### Floorplan with the power grid, run 1

Drawn at 4 px/um. Pins as bars on the die edge.
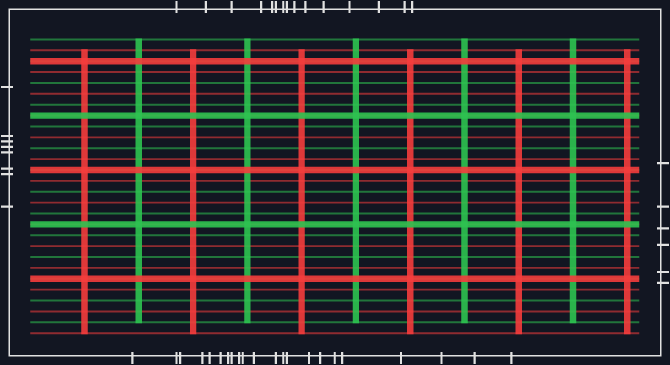
### Clock network drawn from the DEF, run 1

Drawn at 4 px/um.
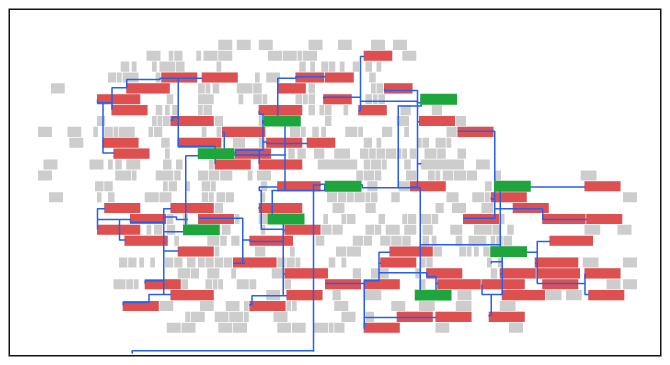
### Routed metal, one colour a layer, run 1

Drawn at 4 px/um. Two of the layers only.
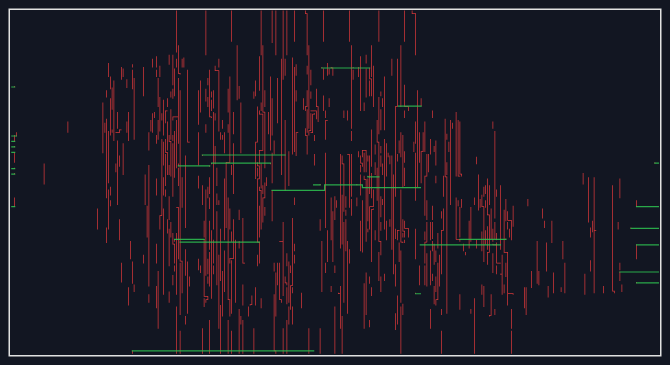
### Placement density heat map, run 1

Drawn at 2 px/um. 16 x 9 tiles, from white (low) to dark blue (high), 0 to 100% covered.
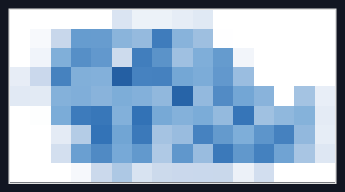
## src/rtl/vslc_pkg.sv

```systemverilog
// vslc_pkg: shared definitions for the VSLC SPI instruction fetcher.
//   fetch_state_e     - fetcher FSM states
//   VSLC_SPI_READ_OP  - 25xx EEPROM READ opcode
//   VSLC_ADDR_W       - EEPROM byte address width
package vslc_pkg;

  localparam int         VSLC_ADDR_W      = 16;
  localparam logic [7:0] VSLC_SPI_READ_OP = 8'h03;

  typedef enum logic [2:0] {
    FETCH_IDLE,
    FETCH_CMD,
    FETCH_ADDR,
    FETCH_DATA,
    FETCH_HOLD,
    FETCH_DESELECT
  } fetch_state_e;

endpackage

```

## src/rtl/vslc_spi_fetch_if.sv

```systemverilog
// vslc_spi_fetch_if: byte stream from the fetcher to the VSLC core.
//   instr_data  - current program byte
//   instr_valid - instr_data is valid
//   instr_ready - core accepts the byte
//   instr_addr  - EEPROM address of instr_data
// master = fetcher, slave = core.
interface vslc_spi_fetch_if;
  import vslc_pkg::*;

  logic [7:0]             instr_data;
  logic                   instr_valid;
  logic                   instr_ready;
  logic [VSLC_ADDR_W-1:0] instr_addr;

  modport master (
    output instr_data,
    output instr_valid,
    output instr_addr,
    input  instr_ready
  );

  modport slave (
    input  instr_data,
    input  instr_valid,
    input  instr_addr,
    output instr_ready
  );

endinterface

```

## src/rtl/vslc_spi_tick.sv

```systemverilog
// vslc_spi_tick: free-running divider, one-cycle tick every 2**SPI_CLK_DIV
// clk cycles.
//   clk, rst - clock, asynchronous active-high reset
//   clr      - restart the phase; the first tick then follows H cycles later
//   tick     - one-cycle strobe, marks an SCK half-period boundary
module vslc_spi_tick #(
  parameter int SPI_CLK_DIV = 3
) (
  input  logic clk,
  input  logic rst,
  input  logic clr,
  output logic tick
);

  logic [SPI_CLK_DIV-1:0] cnt;

  assign tick = &cnt;

  always_ff @(posedge clk or posedge rst) begin
    if (rst) begin
      cnt <= '0;
    end else if (clr) begin
      cnt <= '0;
    end else begin
      cnt <= cnt + SPI_CLK_DIV'(1);
    end
  end

endmodule

```

## src/rtl/vslc_spi_fetch.sv

```systemverilog
// vslc_spi_fetch: streams the ladder program out of a 25xx SPI EEPROM
// (READ 0x03 + 16-bit address) and hands it to the core byte by byte.
// Backpressure parks SCK low in HOLD, so one transaction spans the scan.
//   clk, rst       - clock, asynchronous active-high reset
//   start          - pulse: open a read at start_addr (restarts if busy)
//   start_addr     - first byte address, sampled with start
//   stop           - pulse: abort the transaction
//   instr          - byte stream to the core (master modport)
//   busy           - transaction open (any state but IDLE)
//   spi_cs_n, spi_sck, spi_mosi, spi_miso - SPI mode 0 bus
module vslc_spi_fetch
  import vslc_pkg::*;
#(
  parameter int SPI_CLK_DIV     = 3,
  parameter int DESELECT_HALVES = 2
) (
  input  logic                   clk,
  input  logic                   rst,
  input  logic                   start,
  input  logic [VSLC_ADDR_W-1:0] start_addr,
  input  logic                   stop,
  vslc_spi_fetch_if.master       instr,
  output logic                   busy,
  output logic                   spi_cs_n,
  output logic                   spi_sck,
  output logic                   spi_mosi,
  input  logic                   spi_miso
);

  localparam logic [4:0] DESEL_LAST = 5'(DESELECT_HALVES - 1);

  fetch_state_e           state, state_nxt;
  logic                   tick, tick_clr;
  logic                   load_cmd, abort, accept;
  logic                   shifting, rise, fall;
  logic                   sck_q, pending;
  logic [4:0]             bit_cnt;
  logic [23:0]            tx_sh;
  logic [7:0]             rx_sh;
  logic [VSLC_ADDR_W-1:0] addr_src;

  vslc_spi_tick #(.SPI_CLK_DIV(SPI_CLK_DIV)) u_tick (
    .clk  (clk),
    .rst  (rst),
    .clr  (tick_clr),
    .tick (tick)
  );

  assign shifting = (state == FETCH_CMD) || (state == FETCH_ADDR) || (state == FETCH_DATA);
  assign rise     = shifting & tick & ~sck_q;
  assign fall     = shifting & tick & sck_q;
  // A start on the very cycle DESELECT ends must use the new address.
  assign addr_src = start ? start_addr : instr.instr_addr;

  always_ff @(posedge clk or posedge rst) begin
    if (rst) state <= FETCH_IDLE;
    else     state <= state_nxt;
  end

  always_comb begin
    state_nxt = state;
    tick_clr  = 1'b0;
    load_cmd  = 1'b0;
    abort     = 1'b0;
    accept    = 1'b0;
    case (state)
      FETCH_IDLE: begin
        if (start) begin
          state_nxt = FETCH_CMD;
          load_cmd  = 1'b1;
          tick_clr  = 1'b1;
        end
      end
      FETCH_DESELECT: begin
        // The divider wraps to phase 0 on this tick, so CMD starts aligned.
        if (tick && bit_cnt == DESEL_LAST) begin
          if (pending || start) begin
            state_nxt = FETCH_CMD;
            load_cmd  = 1'b1;
          end else begin
            state_nxt = FETCH_IDLE;
          end
        end
      end
      default: begin
        if (start || stop) begin
          state_nxt = FETCH_DESELECT;
          abort     = 1'b1;
          tick_clr  = 1'b1;
        end else begin
          case (state)
            FETCH_CMD:  if (fall && bit_cnt == 5'd7)  state_nxt = FETCH_ADDR;
            FETCH_ADDR: if (fall && bit_cnt == 5'd23) state_nxt = FETCH_DATA;
            FETCH_DATA: if (fall && bit_cnt == 5'd7)  state_nxt = FETCH_HOLD;
            FETCH_HOLD: begin
              if (instr.instr_ready) begin
                state_nxt = FETCH_DATA;
                accept    = 1'b1;
              end else begin
                // Pin the divider while stalled so the next rising edge
                // lands H cycles after the handshake.
                tick_clr = 1'b1;
              end
            end
            default: ;
          endcase
        end
      end
    endcase
  end

  always_ff @(posedge clk or posedge rst) begin
    if (rst) begin
      sck_q            <= 1'b0;
      bit_cnt          <= '0;
      pending          <= 1'b0;
      instr.instr_data <= '0;
      instr.instr_addr <= '0;
    end else begin
      if (abort)                 sck_q <= 1'b0;
      else if (shifting && tick) sck_q <= ~sck_q;

      // CMD and ADDR share one 0..23 count; DATA and DESELECT restart at 0.
      if (load_cmd || abort) begin
        bit_cnt <= '0;
      end else if (fall || (state == FETCH_DESELECT && tick)) begin
        bit_cnt <= (state_nxt != state && state != FETCH_CMD) ? 5'd0 : bit_cnt + 5'd1;
      end

      if (load_cmd)                         pending <= 1'b0;
      else if (start && state != FETCH_IDLE) pending <= 1'b1;

      if (start)       instr.instr_addr <= start_addr;
      else if (accept) instr.instr_addr <= instr.instr_addr + VSLC_ADDR_W'(1);

      if (fall && state == FETCH_DATA && bit_cnt == 5'd7) instr.instr_data <= rx_sh;
    end
  end

  always_ff @(posedge clk) begin
    if (load_cmd)  tx_sh <= {VSLC_SPI_READ_OP, addr_src};
    else if (fall) tx_sh <= {tx_sh[22:0], 1'b0};
    if (rise && state == FETCH_DATA) rx_sh <= {rx_sh[6:0], spi_miso};
  end

  assign instr.instr_valid = (state == FETCH_HOLD);
  assign busy              = (state != FETCH_IDLE);
  assign spi_cs_n          = (state == FETCH_IDLE) || (state == FETCH_DESELECT);
  assign spi_sck           = sck_q;
  assign spi_mosi          = ((state == FETCH_CMD) || (state == FETCH_ADDR)) & tx_sh[23];

endmodule

```

## src/flat_wrapper.sv

```systemverilog
// flat-port wrapper written by rule: the top's interface ports become plain ports
module vslc_spi_fetch_flat import vslc_pkg::*;
#(
  parameter int SPI_CLK_DIV     = 3,
  parameter int DESELECT_HALVES = 2
)
  (clk, rst, start, start_addr, stop, busy, spi_cs_n, spi_sck, spi_mosi, spi_miso, instr_instr_data, instr_instr_valid, instr_instr_addr, instr_instr_ready);
  vslc_spi_fetch_if instr_i ();
  input  logic clk;
  input  logic rst;
  input  logic start;
  input  logic [VSLC_ADDR_W-1:0] start_addr;
  input  logic stop;
  output logic busy;
  output logic spi_cs_n;
  output logic spi_sck;
  output logic spi_mosi;
  input  logic spi_miso;
  output wire logic [$bits(instr_i.instr_data)-1:0] instr_instr_data;
  output wire logic [$bits(instr_i.instr_valid)-1:0] instr_instr_valid;
  output wire logic [$bits(instr_i.instr_addr)-1:0] instr_instr_addr;
  input wire logic [$bits(instr_i.instr_ready)-1:0] instr_instr_ready;
  assign instr_instr_data = instr_i.instr_data;
  assign instr_instr_valid = instr_i.instr_valid;
  assign instr_instr_addr = instr_i.instr_addr;
  assign instr_i.instr_ready = instr_instr_ready;
  vslc_spi_fetch #(.SPI_CLK_DIV(SPI_CLK_DIV), .DESELECT_HALVES(DESELECT_HALVES)) u_core (.clk(clk), .rst(rst), .start(start), .start_addr(start_addr), .stop(stop), .instr(instr_i), .busy(busy), .spi_cs_n(spi_cs_n), .spi_sck(spi_sck), .spi_mosi(spi_mosi), .spi_miso(spi_miso));
endmodule
```

## config.mk

```make
export PLATFORM = sky130hd
export DESIGN_NAME = vslc_spi_fetch_flat
export DESIGN_NICKNAME = d
export VERILOG_FILES = /design/src/rtl/vslc_pkg.sv /design/src/rtl/vslc_spi_fetch_if.sv /design/src/rtl/vslc_spi_tick.sv /design/src/rtl/vslc_spi_fetch.sv /design/src/flat_wrapper.sv
export SDC_FILE = /design/constraint.sdc
export NUM_CORES = 1
export LEC_CHECK = 0
export CORE_ASPECT_RATIO = 0.5
export CORE_MARGIN = 5
export CORE_UTILIZATION = 30
export DETAILED_ROUTE_END_ITERATION = 8
export MAX_ROUTING_LAYER = met4
export PLACE_DENSITY = 0.55
export SYNTH_ARGS = -nofsm -noshare
export SYNTH_HDL_FRONTEND = slang
export SYNTH_SLANG_ARGS = --single-unit
```

## constraint.sdc

```tcl
create_clock -name clk -period 2.85 [get_ports clk]
set_input_delay 0.4275 -clock clk [delete_from_list [all_inputs] [get_ports clk]]
set_output_delay 0.4275 -clock clk [all_outputs]
set_load 0.03 [all_outputs]
```

==> results.txt, run 1 <==
State of the implementation.

- The flow ran to the end, and the final reports show no timing, DRC or antenna violations.
- The clock transition at the register clock pins on the worst setup and hold paths after CTS is approximately 50 ps, for reference.
- The type of element launching the critical path is a register, for reference.
- The most frequently used flop master after synthesis is dfrtp_1, for reference.
- Entering global routing, the biggest net connects ~44 pins.
- Including well taps, the total number of placed cells is ~560.
- The post-synthesis register bit count is 69, for reference.
- Setup repair after global routing left no endpoint under its margin.
- Derived from the worst setup path, the maximum achievable clock frequency is ~390 MHz.
- The critical-path cell with the highest stage delay is clkdlybuf4s50_1, for reference.
- Traced cell by cell, the critical path runs through buf_4 -> nor3b_1 -> buf_4 -> clkdlybuf4s50_1.
- In the final run the clock tree shows a worst skew of around 3.9 ps.
- Among the stages of the critical path, the cell type that occurs most often is buf_4.
- The total of warnings raised by yosys is 0, for reference.
- dfrtp_1 takes more of the synthesized area than any other cell.
- The type of the worst setup path is reg2out, for reference.
- The number of H-tree branching levels is 3, for reference.
- For the finished layout, the period the worst path requires is about 2600 ps.
- The stage delay of the slowest cell on the critical path is 660 ps, for reference.
- The global-route wire length before repair is approximately 14,000 um, for reference.
- The via count is around 2,700, for reference.
- The floorplan die area is between 0.01 and 0.015 sq mm, for reference.
- The number of buffers on the longest clock path is 2, for reference.
- Counting flops with an async set or reset pin after synthesis yields a share of 0.536.
- The number of rows in the core area is 27, for reference.
- In the final layout, the share of cells above drive strength 1 is 0.102.
- Across all register-to-register paths, the minimum setup slack is 390 ps.
- The critical path contains buffers and inverters numbering 3 combined.
- The total iterations of the first detailed-routing run is 4, for reference.
- The final weighted congestion in routability-driven placement is a little over 0.8, for reference.
- The TritonCTS clock tree is done, for reference.
- For this run, the detailed router reports a per-instance via density of around 4.8.
- The number of cells in the finished layout apart from fillers is between 500 and 600, for reference.
- Data on the critical path is required at its endpoint by 2420 ps.
- The synthesized netlist has a Yosys-reported chip area of 0.00349 sq mm.
- The number of nets in the finished design is 435, for reference.
- The sequential cell area in the final layout is 0.00181 sq mm, for reference.
- The top cell types in the final layout, fill and taps aside, are clkdlybuf4s50_1 (50), nand2_1 (44), dfrtp_1 (37).
- The net count of the mapped netlist is around 380, for reference.
- After synthesis, the cell types taking the most area are dfrtp_1 (27%), edfxtp_1 (21%), nand2_1 (4.7%).
- Counting endpoints that fail hold in the final report gives 0.
- The detail route stage leaves a number of antenna-violating nets equal to 0.
- For this block, the routed nets add up to ~8300 um of wire.
- The residual overflow from global routing is 0, for reference.
- The number of top-level pins is between 50 and 60, for reference.
- Total global-route track usage over all layers is 0.127.
- The worst setup path is captured at an output pin.
- The fraction of the yosys area taken by sequential cells is 0.518, for reference.
- Looking at the post-CTS report, the setup buffer insertion count equals 0.
- The number of buffers added to fix hold violations after cts is 0, for reference.
- Per the detailed placement report, the placed cell area equals roughly 0.0042 sq mm.
- The y dimension of the die is 86.2 um, for reference.
- The combined area of all synthesized cells is between 0.003 and 0.004 sq mm, for reference.
- Per the OpenROAD floorplan log, the width of the die is around 160 um.
- The final HPWL from detailed placement is between 5000 and 6000 um, for reference.
- In this run the power density over the cells is just under 700 mW/mm^2.
- The clock net in this run drives a total of 69 sinks.
- The library cell used most frequently in the layout, excluding fill and tap cells, is clkdlybuf4s50_1.
- Post-CTS repair changed the size of 0 cells.
- The number of antenna violations at the first check in global routing is 0, for reference.
- TritonCTS created 9 clock buffers.
Back to the opening pictures, 'Floorplan with the power grid':
VSS: drawn in red. VDD: drawn in green.
11 straps on met4. 28 met1 rails follow the rows. 51 signal pins sit on the boundary. The core has 27 rows.

Back to the opening pictures, 'Clock network drawn from the DEF':
clock drivers: drawn in green, count 9. clock wires: drawn in blue, length 955 um. flip-flops: drawn in red, count 69.
There are 10 routed clock nets.

Back to the opening pictures, 'Routed metal, one colour a layer':
metal 2: drawn in red, wire length 3,820 um. metal 3: drawn in green, wire length 249 um.

Back to the opening pictures, 'Placement density heat map':
The mean over all tiles is 31%. 1.4% of the tiles are over 75% full. The emptiest ninth of the die: north-east. 28% of the tiles are nearly empty.
area of the placeable core: 0.0112 sq mm
Floorplan Utilization: 0.312
final design utilization: 0.400

## run 1: kinds of logic after synthesis
group | synth area share
AND-OR/OR-AND | 0.110
XOR/XNOR | 0.0251
adder cells (fa/ha/maj) | 0.0179
buffers and inverters | 0.0352
flip-flops | 0.518
multiplexers | 0.0538
AND/OR/NAND/NOR | 0.240
## run 1: path summary, 6_finish.rpt
check | start | endpoint | cells past startpoint
min in group asynchronous | rst | u_core.instr.instr_addr[8]$_DFFE_PP0P_ | 3
hold reg to reg | u_core.u_tick.cnt[0]$_DFF_PP0_ | u_core.u_tick.cnt[0]$_DFF_PP0_ | 1
hold / removal | u_core.u_tick.cnt[0]$_DFF_PP0_ | u_core.u_tick.cnt[0]$_DFF_PP0_ | 1
max in group asynchronous | rst | u_core.instr.instr_addr[0]$_DFFE_PP0P_ | 3
setup reg to reg | u_core.bit_cnt[1]$_DFFE_PP0P_ | u_core.tx_sh[11]$_DFFE_PP_ | 7
setup / recovery | u_core.state[1]$_DFF_PP0_ | instr_instr_valid | 4
## run 1: cell usage after synthesis (2+ instances only)
library cell and count:
a211oi_1 4, mux2_2 14, o22a_1 2, nand4b_1 4
nor2_1 30, a21oi_1 16, o211ai_1 3, a31oi_1 13
nand3_1 23, ha_1 5, dfrtp_1 37, dfxtp_1 8
edfxtp_1 24, or3_1 2, xor2_1 4, xnor2_1 6
nand3b_1 2, nor4_1 5, nand2_1 44, nor2b_1 3
clkbuf_1 15, mux2i_1 3, o31ai_1 2, inv_1 8
nand2b_1 17, nand4_1 7, o21ai_0 16, nor3_1 7
buf_2 4, and2_1 5, and3_1 4, nor3b_1 5
## run 1: power breakdown
part	internal (W)	switching [W]
Clock	0.000677	0.000380
Combinational	0.000285	0.000398
Sequential	0.00117	0.000101
## run 1: state kept, by name (all words and copies together) (netlist names)
| register | count |
|---|---|
| u_core.instr.instr_addr | 16 |
| u_core.rx_sh | 8 |
| u_core.bit_cnt | 5 |
| u_core.state | 3 |
| u_core.instr.instr_data | 8 |
| u_core.pending | 1 |
| u_core.spi_sck | 1 |
| u_core.tx_sh | 24 |
| u_core.u_tick.cnt | 3 |
## run 1: per-stage QoR
| stage | worst slack [ps] | hold slack (ps) |
|---|---|---|
| after floorplan | 504 | 409 |
| after global routing | 106 | 456 |
| after detailed placement | 297 | 436 |
| after global placement | 294 | 429 |
| after CTS | 207 | 443 |
| final | 263 | 441 |
## run 1: layer usage
metal / global-route usage / vias to the layer above / wire, um
met2: 0.197 / 39 / 3820
li1: - / 1380 / -
met1: 0.164 / 1295 / 4160
met5: - / - / 0
met3: 0.0342 / 7 / 249
met4: 0.0391 / 0 / 88
## run 1: layout make-up
| class | count | area share |
|---|---|---|
| Sequential cell | 69 | 0.403 |
| Multi-Input combinational cell | 256 | 0.348 |
| Timing Repair Buffer | 64 | 0.135 |
| Clock buffer | 14 | 0.0545 |
| Tap cell | 159 | 0.0444 |
| Clock inverter | 2 | 0.00782 |
| Inverter | 8 | 0.00671 |
==> run 1 -> run 2 <==
--- a/config.mk
+++ b/config.mk
@@ -5,8 +5,9 @@
 export SDC_FILE = /design/constraint.sdc
 export NUM_CORES = 1
 export LEC_CHECK = 0
+export ABC_AREA = 1
 export CORE_ASPECT_RATIO = 0.5
-export CORE_MARGIN = 5
+export CORE_MARGIN = 1
 export CORE_UTILIZATION = 30
 export DETAILED_ROUTE_END_ITERATION = 8
 export MAX_ROUTING_LAYER = met4
==> results.txt, run 2 <==
State of the implementation.

- The run finished with clean final reports.
- The reported max-cap violation count is 0, for reference.
- The horizontal die dimension is 159 um (-2.0%).
- The number of buffers on the longest clock path is 2 (unchanged), for reference.
- The relative contribution of the clock network to total power was 0.316 (-0.035).
- The residual overflow from global routing is 0 (unchanged).
- The clock transition at the register clock pins on the worst setup and hold paths after CTS is 60 ps (about the same), for reference.
- The post-CTS repair timing setup buffer count came to 0 (unchanged).
- The number of cells in the finished layout apart from fillers came to 670 (+17%).
- The final HPWL from detailed placement is 6040 um (+4.3%), for reference.
- The clock sink total is 69 (unchanged).
- The number of top-level pins came to 51 (unchanged).
- The terminus of the critical flop-to-flop path is u_core.bit_cnt[2]$_DFFE_PP0P_, for reference.
- The synthesized chip area reported by yosys was 0.00370 sq mm (+6.2%).
- The switching share of power is 0.356 (+0.0636), for reference.
- STA classifies the critical path endpoint as an output pin.
- The number of buffers added to fix hold violations after cts came to 0 (unchanged).
- The worst hold path endpoint is u_core.u_tick.cnt[0]$_DFF_PP0_, for reference.
- The clock buffer count from CTS came to 9 (unchanged).
- The beginning of the worst hold path is u_core.u_tick.cnt[0]$_DFF_PP0_, for reference.
- The y dimension of the die is 80.6 um (-6.6%).
- For this run, the leading register cell type out of synthesis is dfrtp_1.
- The most common logic cells in the final layout are nand2_1 (143), clkdlybuf4s50_1 (50), inv_1 (39).
- The internal power contribution is 0.00212 W (-0.73%), for reference.
- The data required time at the worst endpoint was 2420 ps (about the same).
- The share of synthesized registers carrying an async set or reset is 0.536 (unchanged), for reference.
- The end-of-flow core utilization was 0.389 (-0.0111).
- The number of rows in the core area is 28 (+3.7%), for reference.
- Setup repair after global routing left no endpoint under its margin.
- The number of nets in the finished design was 527 (+21%).
- The fraction of final layout cells with drive strength greater than 1 is 0.133 (+0.0310), for reference.
- The total iterations of the first detailed-routing run is 4 (unchanged), for reference.
- The cell total after placement was 654 (+18%).
- TritonCTS built the clock tree.
- The slack of the worst reg-to-reg path came to 440 ps (+50 ps).
- The relative contribution of sequential cells to total power is 0.400 (-0.023), for reference.
- By count the netlist is led by nand2_1 (143), inv_1 (39), dfrtp_1 (37), nor2_1 (35), edfxtp_1 (24).
- The most common cell after layout, fill and taps aside is nand2_1, for reference.
- The worst reg-to-reg path cell count was 12 (+5).
- The register with the highest flop count is u_core.tx_sh, for reference.
- The cell type that accounts for the most area after synthesis is dfrtp_1.
- The pin count of the biggest net entering global routing came to 38 (-14%).
- The post-detailed-route via-to-cell ratio is 4.51 (-5.2%), for reference.
- The via count is 3,020 (+11%), for reference.
- The cell resize tally after clock tree synthesis was 0 (unchanged).
- The most used standard cell by instance count after synthesis is nand2_1, for reference.
- The type of the worst setup path is reg2out, for reference.
- The cell depth of the worst hold path is 1 (unchanged), for reference.
- The fraction of the yosys area taken by sequential cells is 0.488 (-0.0304), for reference.
- The number of H-tree branching levels is 3 (unchanged), for reference.
- The floorplan die area is 0.0128 sq mm (-8.5%), for reference.
- The net count of the mapped netlist is 474 (+24%), for reference.
- The combinational share of power is 0.285 (+0.058), for reference.
- The core box area was 0.0119 sq mm (+6.5%).
- The worst clock skew on the final layout was 10.9 ps (+7.02 ps).
- The total of warnings raised by yosys is 0 (unchanged).
- Ranked by total cell area, the synthesized netlist is headed by dfrtp_1 (25%), edfxtp_1 (19%), nand2_1 (14%).
- The startpoint identified for the worst register-to-register timing path is u_core.u_tick.cnt[0]$_DFF_PP0_.
- The initial standard-cell utilization of the core was 0.311 (-0.000820).
- The highest clock frequency the design can meet was 396 MHz (+2.4%).
- STA classifies the critical path startpoint as a register.
- The max-slew violation count is 0, for reference.
- The flip-flop count of the largest register after layout is 24 (unchanged), for reference.
- The final weighted congestion in routability-driven placement is 0.814 (+0.74%), for reference.
- The number of antenna violations at the first check in global routing is 0 (unchanged), for reference.
- The number of routed nets with antenna violations is 0 (unchanged).
- The power per cell area was 709 mW/mm^2 (+5.3%).
- The post-synthesis register bit count is 69 (unchanged), for reference.
- The largest registers in the layout are u_core.tx_sh (24), u_core.instr.instr_addr (16).
-- run 2: cell types whose count changed after synthesis, sizes merged, moves of 6 or more --
cell and delta:
clkbuf -13, inv +44, mux2 -14, nand3 -7, nand2 +111, nand2b -17
a21oi -6, nor2 +19, o21ai +11
-- run 2: through the flow --
step	cell area, sq um	hold slack, ps	setup WS (ps)
finish	4640	439	323
global route	4640	466	176
CTS	4640	438	294
detailed placement	4360	431	348
global placement	4360	420	437
floorplan	3700	410	920
-- run 2: final cells by class --
class | count | area (sq um)
inverter | 56 | 218
multi-input combinational | 310 | 1600
tap | 165 | 206
sequential | 69 | 1810
timing repair buffer | 54 | 531
fill | 1231 | 7270
clock buffer | 9 | 225
clock inverter | 7 | 52.6
-- run 2: power by group through the flow --
stage               clock network (W)  logic [W]  registers, W
floorplan                           0   0.000633       0.00136
global placement                    0   0.000939       0.00133
detailed placement                  0   0.000950       0.00133
CTS                           0.00107   0.000950       0.00132
global route                  0.00110    0.00105       0.00134
finish                        0.00104   0.000936       0.00131
-- run 2: worst max-delay path, stage by stage, from the launching register on --
cell	delay (ps)
dfrtp_1	510
nor2_2	200
nand2_1	120
nand2_1	100
inv_1	50
nor2_1	90
clkdlybuf4s50_1	690
-- run 2: kinds of logic after synthesis --
logic type / count (synthesis) / share of synthesized area
compound gates: 59 / 0.0956
xor+xnor: 4 / 0.00946
fa+ha+maj: 5 / 0.0169
buf+inv: 68 / 0.0807
flops: 69 / 0.488
simple gates: 242 / 0.310
-- run 2: metal layers --
layer / wire length [um] / track usage / vias up
met5: 0 / - / -
met2: 3620 / 0.220 / 58
met4: 74 / 0.0462 / 0
met3: 394 / 0.0341 / 9
met1: 4310 / 0.192 / 1397
li1: - / - / 1556
-- run 2: worst max path at each step --
stage,start,endpoint,slack [ps],cells past startpoint
floorplan,u_core.instr.instr_addr[0]$_DFFE_PP0P_,u_core.instr.instr_addr[14]$_DFFE_PP0P_,920,12
global placement,start,u_core.bit_cnt[4]$_DFFE_PP0P_,440,9
detailed placement,start,u_core.bit_cnt[2]$_DFFE_PP0P_,350,9
CTS,u_core.state[1]$_DFF_PP0_,spi_mosi,290,8
global route,u_core.state[2]$_DFF_PP0_,spi_mosi,180,6
finish,u_core.state[2]$_DFF_PP0_,spi_mosi,320,6
### Floorplan with the power grid, run 2

Drawn at 4 px/um. Pins as bars on the die edge.
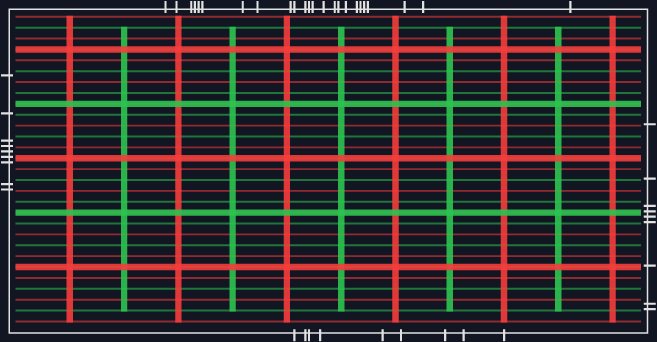
VDD: drawn in green. VSS: drawn in red.
51 signal pins sit on the boundary. 5 straps on met5. 11 straps on met4. 29 met1 rails follow the rows. The core has 28 rows.

### Routed metal, one colour a layer, run 2

Drawn at 4 px/um. Two of the layers only.
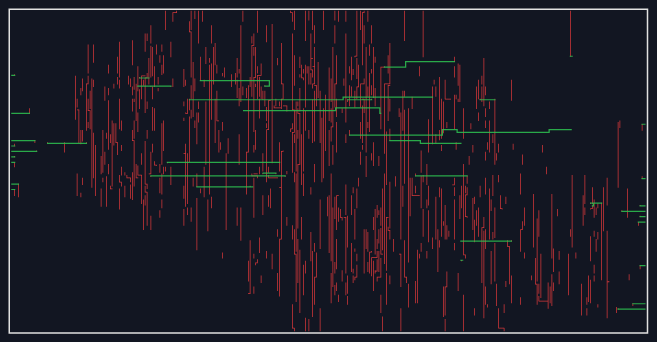
metal 3: drawn in green, wire length 394 um. metal 2: drawn in red, wire length 3,620 um.
overall track demand over capacity in global routing: 0.145
total wirelength of the detailed-routed design: 8400 um

Power figures rest on the tool's default switching activity, not on a simulated workload.
